--- config.mk ---
export PLATFORM = sky130hd
export DESIGN_NAME = dmem_lsu
export DESIGN_NICKNAME = d
export VERILOG_FILES = /design/src/rtl/dmem_lsu.sv
export SDC_FILE = /design/constraint.sdc
export NUM_CORES = 1
export LEC_CHECK = 0
export ABC_AREA = 0
export CAP_MARGIN = 20
export CORE_ASPECT_RATIO = 1.5
export CORE_UTILIZATION = 37
export CTS_BUF_LIST = sky130_fd_sc_hd__clkbuf_16
export CTS_CLUSTER_SIZE = 24
export DETAILED_ROUTE_END_ITERATION = 16
export PLACE_DENSITY = 0.78
export SLEW_MARGIN = 20
export SYNTH_ARGS = -nofsm -noshare
export SYNTH_HDL_FRONTEND = slang
export SYNTH_SLANG_ARGS = --single-unit
--- constraint.sdc ---
create_clock -name clk -period 2.2 [get_ports clk]
set_clock_uncertainty 0.05 [all_clocks]
set_input_delay 0.44 -clock clk [delete_from_list [all_inputs] [get_ports clk]]
set_output_delay 0.44 -clock clk [all_outputs]
set_load 0.1 [all_outputs]
--- src/rtl/dmem_lsu.sv ---
// MEM-stage load/store initiator for the RV32I core: drives the BRAM requester port,
// checks size/alignment, and returns aligned, extended load data after the fixed read latency.
module dmem_lsu #(
    parameter int ADDR_BITS = 10,
    parameter int READ_LAT  = 1
) (
    input  logic                 clk,
    input  logic                 rst_n,
    input  logic                 req_valid,
    output logic                 req_ready,
    input  logic                 req_we,
    input  logic [2:0]           req_funct3,
    input  logic [31:0]          req_addr,
    input  logic [31:0]          req_wdata,
    output logic                 rsp_valid,
    output logic [31:0]          rsp_rdata,
    output logic                 rsp_err,
    output logic                 ena,
    output logic [3:0]           wea,
    output logic [ADDR_BITS-1:0] addra,
    output logic [31:0]          dina,
    input  logic [31:0]          douta
);

    typedef enum logic [1:0] {
        S_IDLE  = 2'd0,
        S_RWAIT = 2'd1,
        S_RESP  = 2'd2
    } state_t;

    localparam logic [1:0] LAT_C = 2'(READ_LAT);

    state_t      state_q;
    logic        ready_q;
    logic [1:0]  cnt_q;
    logic [1:0]  off_q;
    logic [2:0]  f3_q;
    logic        rsp_valid_q;
    logic        rsp_err_q;
    logic [31:0] rsp_rdata_q;

    logic [1:0]  off_s;
    logic        accept_s;
    logic        illegal_s;
    logic        misal_s;
    logic        err_s;
    logic [3:0]  wea_st_s;
    logic [31:0] dina_st_s;
    logic        unused_s;

    function automatic logic [31:0] fmt_load(input logic [31:0] d,
                                             input logic [2:0]  f3,
                                             input logic [1:0]  off);
        logic [7:0]  b;
        logic [15:0] h;
        b = d[{off, 3'b000} +: 8];
        h = d[{off[1], 4'b0000} +: 16];
        case (f3)
            3'd0:    fmt_load = {{24{b[7]}}, b};
            3'd1:    fmt_load = {{16{h[15]}}, h};
            3'd2:    fmt_load = d;
            3'd4:    fmt_load = {24'd0, b};
            3'd5:    fmt_load = {16'd0, h};
            default: fmt_load = 32'd0;
        endcase
    endfunction

    assign off_s     = req_addr[1:0];
    assign req_ready = ready_q && (state_q == S_IDLE);
    assign accept_s  = req_valid && req_ready;
    assign err_s     = illegal_s || misal_s;
    assign unused_s  = ^{req_addr[31:ADDR_BITS+2]};

    // Size decode: legality, alignment and store lane steering
    always_comb begin
        illegal_s = 1'b0;
        misal_s   = 1'b0;
        case (req_funct3)
            3'd0: misal_s = 1'b0;
            3'd1: misal_s = off_s[0];
            3'd2: misal_s = (off_s != 2'd0);
            3'd4: illegal_s = req_we;
            3'd5: begin
                illegal_s = req_we;
                misal_s   = off_s[0];
            end
            default: illegal_s = 1'b1;
        endcase
        case (req_funct3[1:0])
            2'd0: begin
                wea_st_s  = 4'b0001 << off_s;
                dina_st_s = {4{req_wdata[7:0]}};
            end
            2'd1: begin
                wea_st_s  = 4'b0011 << off_s;
                dina_st_s = {2{req_wdata[15:0]}};
            end
            default: begin
                wea_st_s  = 4'b1111;
                dina_st_s = req_wdata;
            end
        endcase
    end

    // BRAM port is driven only in a legal accept cycle and held at zero otherwise
    always_comb begin
        if (accept_s && !err_s) begin
            ena   = 1'b1;
            addra = req_addr[ADDR_BITS+1:2];
            if (req_we) begin
                wea  = wea_st_s;
                dina = dina_st_s;
            end else begin
                wea  = 4'b0000;
                dina = 32'd0;
            end
        end else begin
            ena   = 1'b0;
            addra = '0;
            wea   = 4'b0000;
            dina  = 32'd0;
        end
    end

    // Control FSM with registered response outputs
    always_ff @(posedge clk or negedge rst_n) begin
        if (!rst_n) begin
            state_q     <= S_IDLE;
            ready_q     <= 1'b0;
            cnt_q       <= 2'd0;
            off_q       <= 2'd0;
            f3_q        <= 3'd0;
            rsp_valid_q <= 1'b0;
            rsp_err_q   <= 1'b0;
            rsp_rdata_q <= 32'd0;
        end else begin
            ready_q <= 1'b1;
            case (state_q)
                S_IDLE: begin
                    if (accept_s) begin
                        if (err_s || req_we) begin
                            rsp_valid_q <= 1'b1;
                            rsp_err_q   <= err_s;
                            rsp_rdata_q <= 32'd0;
                            state_q     <= S_RESP;
                        end else begin
                            off_q   <= off_s;
                            f3_q    <= req_funct3;
                            cnt_q   <= 2'd1;
                            state_q <= S_RWAIT;
                        end
                    end else begin
                        state_q <= S_IDLE;
                    end
                end
                S_RWAIT: begin
                    if (cnt_q == LAT_C) begin
                        rsp_rdata_q <= fmt_load(douta, f3_q, off_q);
                        rsp_valid_q <= 1'b1;
                        rsp_err_q   <= 1'b0;
                        cnt_q       <= 2'd0;
                        state_q     <= S_RESP;
                    end else begin
                        cnt_q <= cnt_q + 2'd1;
                    end
                end
                S_RESP: begin
                    rsp_valid_q <= 1'b0;
                    rsp_err_q   <= 1'b0;
                    state_q     <= S_IDLE;
                end
                default: begin
                    rsp_valid_q <= 1'b0;
                    rsp_err_q   <= 1'b0;
                    cnt_q       <= 2'd0;
                    state_q     <= S_IDLE;
                end
            endcase
        end
    end

    assign rsp_valid = rsp_valid_q;
    assign rsp_err   = rsp_err_q;
    assign rsp_rdata = rsp_rdata_q;

endmodule

run_1/layer_met4.png
Bar = 20 µm. Supply wires on this layer in grey.
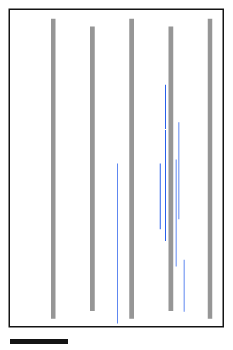
nets with wire on the layer = 7
main direction = vertical
wire length on this layer = 218 µm
longest straight run = 55.1 µm
share of all routed wire = 2.1%
drt total wl: 10200 µm
routed via count: 3196

run_1/clk_routes.png
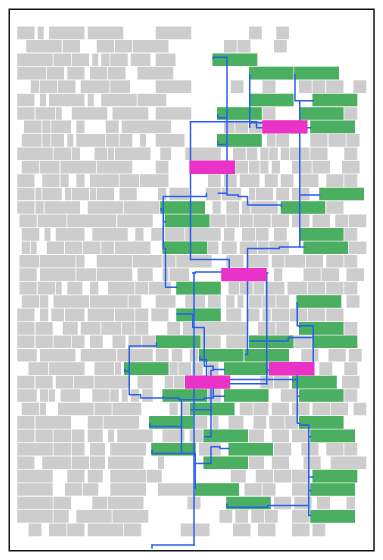
flip-flops -> green  # count 44
clock wires -> blue  # length 595 µm
clock drivers -> magenta  # count 5
routed clock nets = 6

run_1/placement.png
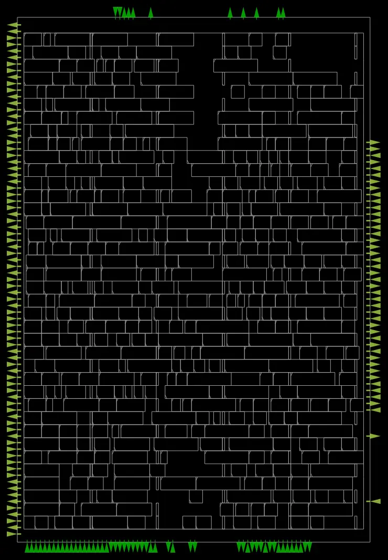
flop share of the area: 19.3%
# rows: 38
Core Footprint: 7320 µm²
Fillers: 482

run_1/metal_density.png
Bar = 20 µm. The die is cut into 15 by 22 equal tiles; dark purple is low, yellow is high, scaled to the fullest tile. Values are wire area over tile area, all layers added.
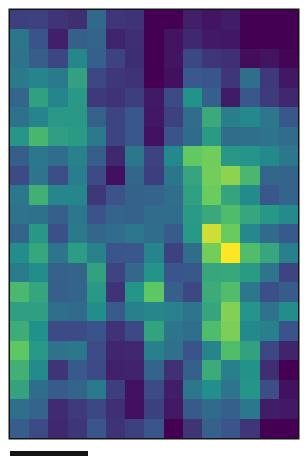
fullest tile = 0.62
mean over tiles = 0.21
emptiest ninth of the die = top centre
nearly empty tiles = 4.8%

==> impl_metrics.yaml, run 1 <==
# flow metrics
clock_network:
  cts_tree: "done"
critical_path:
  worst_ep_required_time_ns: 1.71
  cp.arrival_ns: 1.81
  slowest_delay_ns: 0.39
  critPathLaunch: "state_q[1]$_DFFE_PN0P_"
  reg2reg_depth: 7
  crit_slowest_cell: "dfrtp_1"
  worstSetupPathType: "reg2out"
route:
  wl_met3_um: 945
  drt_iter0_markers: 204
  ant_nets: 0
  drc: 0
final_timing:
  setup_violations: 38
  timing.final.ws_setup_ns: -0.103
power_and_ir_drop:
  p_leak_nw: 2.49
  internal-power_w: 0.00239
  net-switching-power_w: 0.00240
  powerDensity_nw_per_um2: 836
layout:
  ff_latch_area_um2: 1100
yosys:
  ys_sh_mux_pct: 11.3
  synth.top_cell.area_share_pct: 38.7
  yosysUniqueCellTypes: 53
  ys_warn_count: 0
outcome:
  status: "finished, violations left"
  violations: "setup timing"
global_routing:
  gr-usage-met2_pct: 48.8
  grt_use_met1_pct: 26.8
min_path:
  hold_path_class: "in2async"
-- run 1: stage by stage --
stage / area [µm²] / total power [W] / utilization [%] / cells / TNS [ns]
after floorplan: 3100 / 0.00312 / - / 295 / -11.40
after CTS: 5690 / 0.00477 / 77.8 / 573 / -2.67
after global routing: 5720 / 0.00495 / 78.1 / 574 / -4.86
final: 5720 / 0.00478 / 78.1 / 574 / -2.35
after global placement: 5320 / 0.00383 / 72.7 / 561 / -32.18
after detailed placement: 5320 / 0.00387 / 72.7 / 561 / -36.25
-- run 1: cell type report --
class | instances | share of cell area (%)
clock buffers | 5 | 2.19
well taps | 100 | 2.19
flip-flops and latches | 44 | 19.3
clock inverters | 3 | 0.809
repair buffers | 198 | 42.1
inverters | 2 | 0.131
multi-input cells | 222 | 33.3
-- run 1: repair_timing --
action	CTS	global route
resized	42	2
cloned	2	0
endpoints found under the setup margin	84	68
buffers inserted	2	1
pin swaps	13	3
-- run 1: how the worst min path moves through the flow --
stage / slack (ns) / depth (start not counted) / startpoint / end
2_1_floorplan: 0.09 / 0 / rst_n / cnt_q[0]$_DFFE_PN0P_
5_1_grt: 0.11 / 1 / rst_n / rsp_rdata[16]$_DFFE_PN0P_
3_5_place_dp: 0.38 / 1 / rst_n / rsp_rdata[16]$_DFFE_PN0P_
6_report: 0.06 / 1 / rst_n / rsp_rdata[16]$_DFFE_PN0P_
3_3_place_gp: 0.38 / 1 / rst_n / rsp_rdata[17]$_DFFE_PN0P_
4_1_cts: 0.08 / 1 / rst_n / rsp_rdata[16]$_DFFE_PN0P_
-- run 1: registers in the layout (all words and copies together) (netlist names) --
name	count
rsp_err	1
off_q	2
ready_q	1
rsp_rdata	32
rsp_valid	1
f3_q	3
state_q	2
cnt_q	2
run_1/flops_by_reg.png
Other sequential cells in the stronger grey, the rest of the logic in the fainter grey.
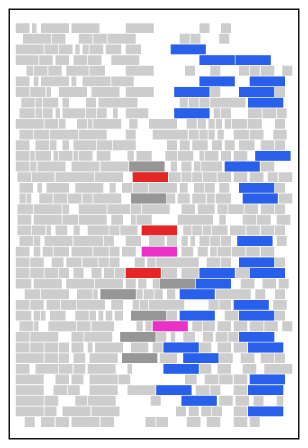

==> run 2, diff against run 1 <==
--- a/config.mk
+++ b/config.mk
@@ -13,6 +13,7 @@
 export CTS_CLUSTER_SIZE = 24
 export DETAILED_ROUTE_END_ITERATION = 16
 export PLACE_DENSITY = 0.78
+export REMOVE_ABC_BUFFERS = 1
 export SLEW_MARGIN = 20
 export SYNTH_ARGS = -nofsm -noshare
 export SYNTH_HDL_FRONTEND = slang
run_2/flops_by_reg.png
Other sequential cells in the stronger grey, the rest of the logic in the fainter grey.
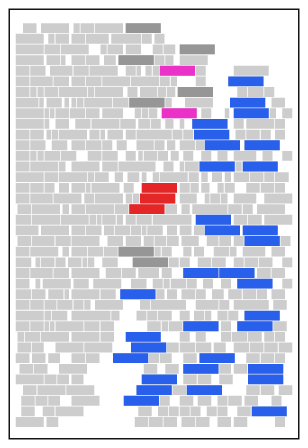
cnt_q -> magenta  # placed flops 2
rsp_rdata -> blue  # placed flops 32
f3_q -> red  # placed flops 3

==> run 2 against run 1 <==
Sequential power about the same. Non-clock buffer count up 22. Setup slack worse by 0.067 ns. Count of clock-buffer cells in the layout unchanged. Largest power group unchanged. Synthesized area unchanged. Routed wire length up 22%. Cell count up 3.7%. Flip-flop count unchanged. The flow still finishes with violations (setup timing).
==> impl_metrics.yaml, run 2 <==
# flow metrics
layout:
  insertedDiodeCount: 0
  stdcell_count: 595
  utilization_pct: 80.6
  nFillCells: 423
  largest_reg_flops: 32
  final_cell_area_um2: 5900
outcome:
  violations: "setup timing"
  status: "finished, violations left"
route:
  drc: 0
  drt_iter0_markers: 287
  ant_nets: 0
placement:
  place_area_um2: 5150
  gp_congestion: 0.868
  dp_slack_ns: -0.574
  placed_cells: 569
power_and_ir_drop:
  internal-power_w: 0.00230
  finalPower_w: 0.00472
  powerDensity_nw_per_um2: 799
  p_leak_nw: 2.58
  net-switching-power_w: 0.00242
final_timing:
  relSlewSlack_pct: 56.8
  setup_violations: 47
  final.setup.tns_ns: -4.36
  timing.final.ws_setup_ns: -0.170
critical_path:
  worstSetupPathType: "reg2out"
  crit_slowest_cell: "dfrtp_1"
  reg2reg_depth: 8
  worst_ep_required_time_ns: 1.71
  slowest_delay_ns: 0.39
  worst_setup_path_start_kind: "register"
  cp.arrival_ns: 1.88
  path_cells: "and4bb_1, o21a_4, nand2_8, buf_12, buf_4, nor2_4, buf_12"
floorplanning:
  rows: 38
  core_area_um2: 7320
yosys:
  synth_area_um2: 2840
  ys.flops: 44
  synth.top_cell.area_share_pct: 38.7
  ys_warn_count: 0
  yosysUniqueCellTypes: 53
  ys_sh_mux_pct: 11.3
clock_network:
  cts_resized: 106
  clk_pin_slew_worst_paths_ns: 0.06
min_path:
  hold_path_class: "in2async"
run_2/metal_density.png
Bar = 20 µm. The die is cut into 15 by 22 equal tiles; dark purple is low, yellow is high, scaled to the fullest tile. Values are wire area over tile area, all layers added.
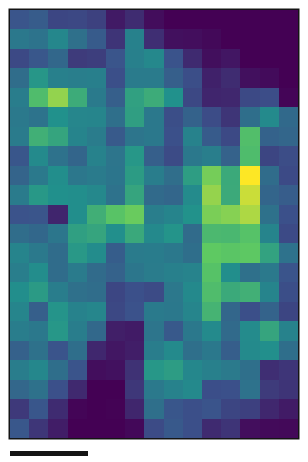
emptiest ninth of the die = upper right
densest ninth of the die = middle right
tiles over half the peak = 16%
fullest tile = 0.76
mean over tiles = 0.26
drt total wl: 12500 µm
routed via count: 3501
routed len/inst: 21.0 µm
GRT Overall Usage: 30.8%

run 2: cell types whose count changed in the layout (fill, tap and decap cells not counted), sizes merged:
cell           previous run  this run
clkinvlp                  1         0
buf                     118       142
bufinv                    1         0
dlygate4sd2               3         2
clkdlybuf4s15             3         1
clkbuf                    5         6
clkinv                    0         1
run 2: critical path: cells and delay by family (launching register included):
family | cells | cell delay [ns]
buffers and inverters | 3 | 0.46
flip-flops | 1 | 0.39
AND-OR/OR-AND | 1 | 0.20
AND/OR/NAND/NOR | 3 | 0.53
run 2: worst max path at each step:
stage | from | endpoint
final | state_q[0]$_DFFE_PN0P_ | dina[21]
after detailed placement | req_addr[0] | dina[12]
after floorplan | req_funct3[0] | dina[10]
after global routing | state_q[0]$_DFFE_PN0P_ | dina[21]
after CTS | state_q[1]$_DFFE_PN0P_ | dina[14]
after global placement | req_addr[0] | dina[12]
run 2: cell type report:
type | instances | area, µm² | share of cell area [%]
clock buffers | 5 | 125 | 2.12
inverters | 2 | 7.51 | 0.127
flip-flops and latches | 44 | 1100 | 18.7
multi-input cells | 222 | 1940 | 32.9
well taps | 100 | 125 | 2.12
clock inverters | 2 | 8.76 | 0.148
repair buffers | 220 | 2590 | 43.9
run 2: kinds of logic after synthesis:
kind of cell	after synthesis
buffers and inverters	29
flip-flops	44
other	1
multiplexers	30
AND-OR/OR-AND	106
AND/OR/NAND/NOR	85
run 2: layer usage:
metal | vias to the layer above | wire length [µm] | track usage [%] | part of all wire, %
li1 | 1525 | - | - | -
met1 | 1713 | 4280 | 32.5 | 34
met2 | 235 | 6620 | 54.3 | 53
met3 | 28 | 1240 | 9.99 | 10
met4 | 0 | 339 | 15.0 | 2.7
met5 | - | 0 | 0 | 0
Power figures rest on the tool's default switching activity, not on a simulated workload.
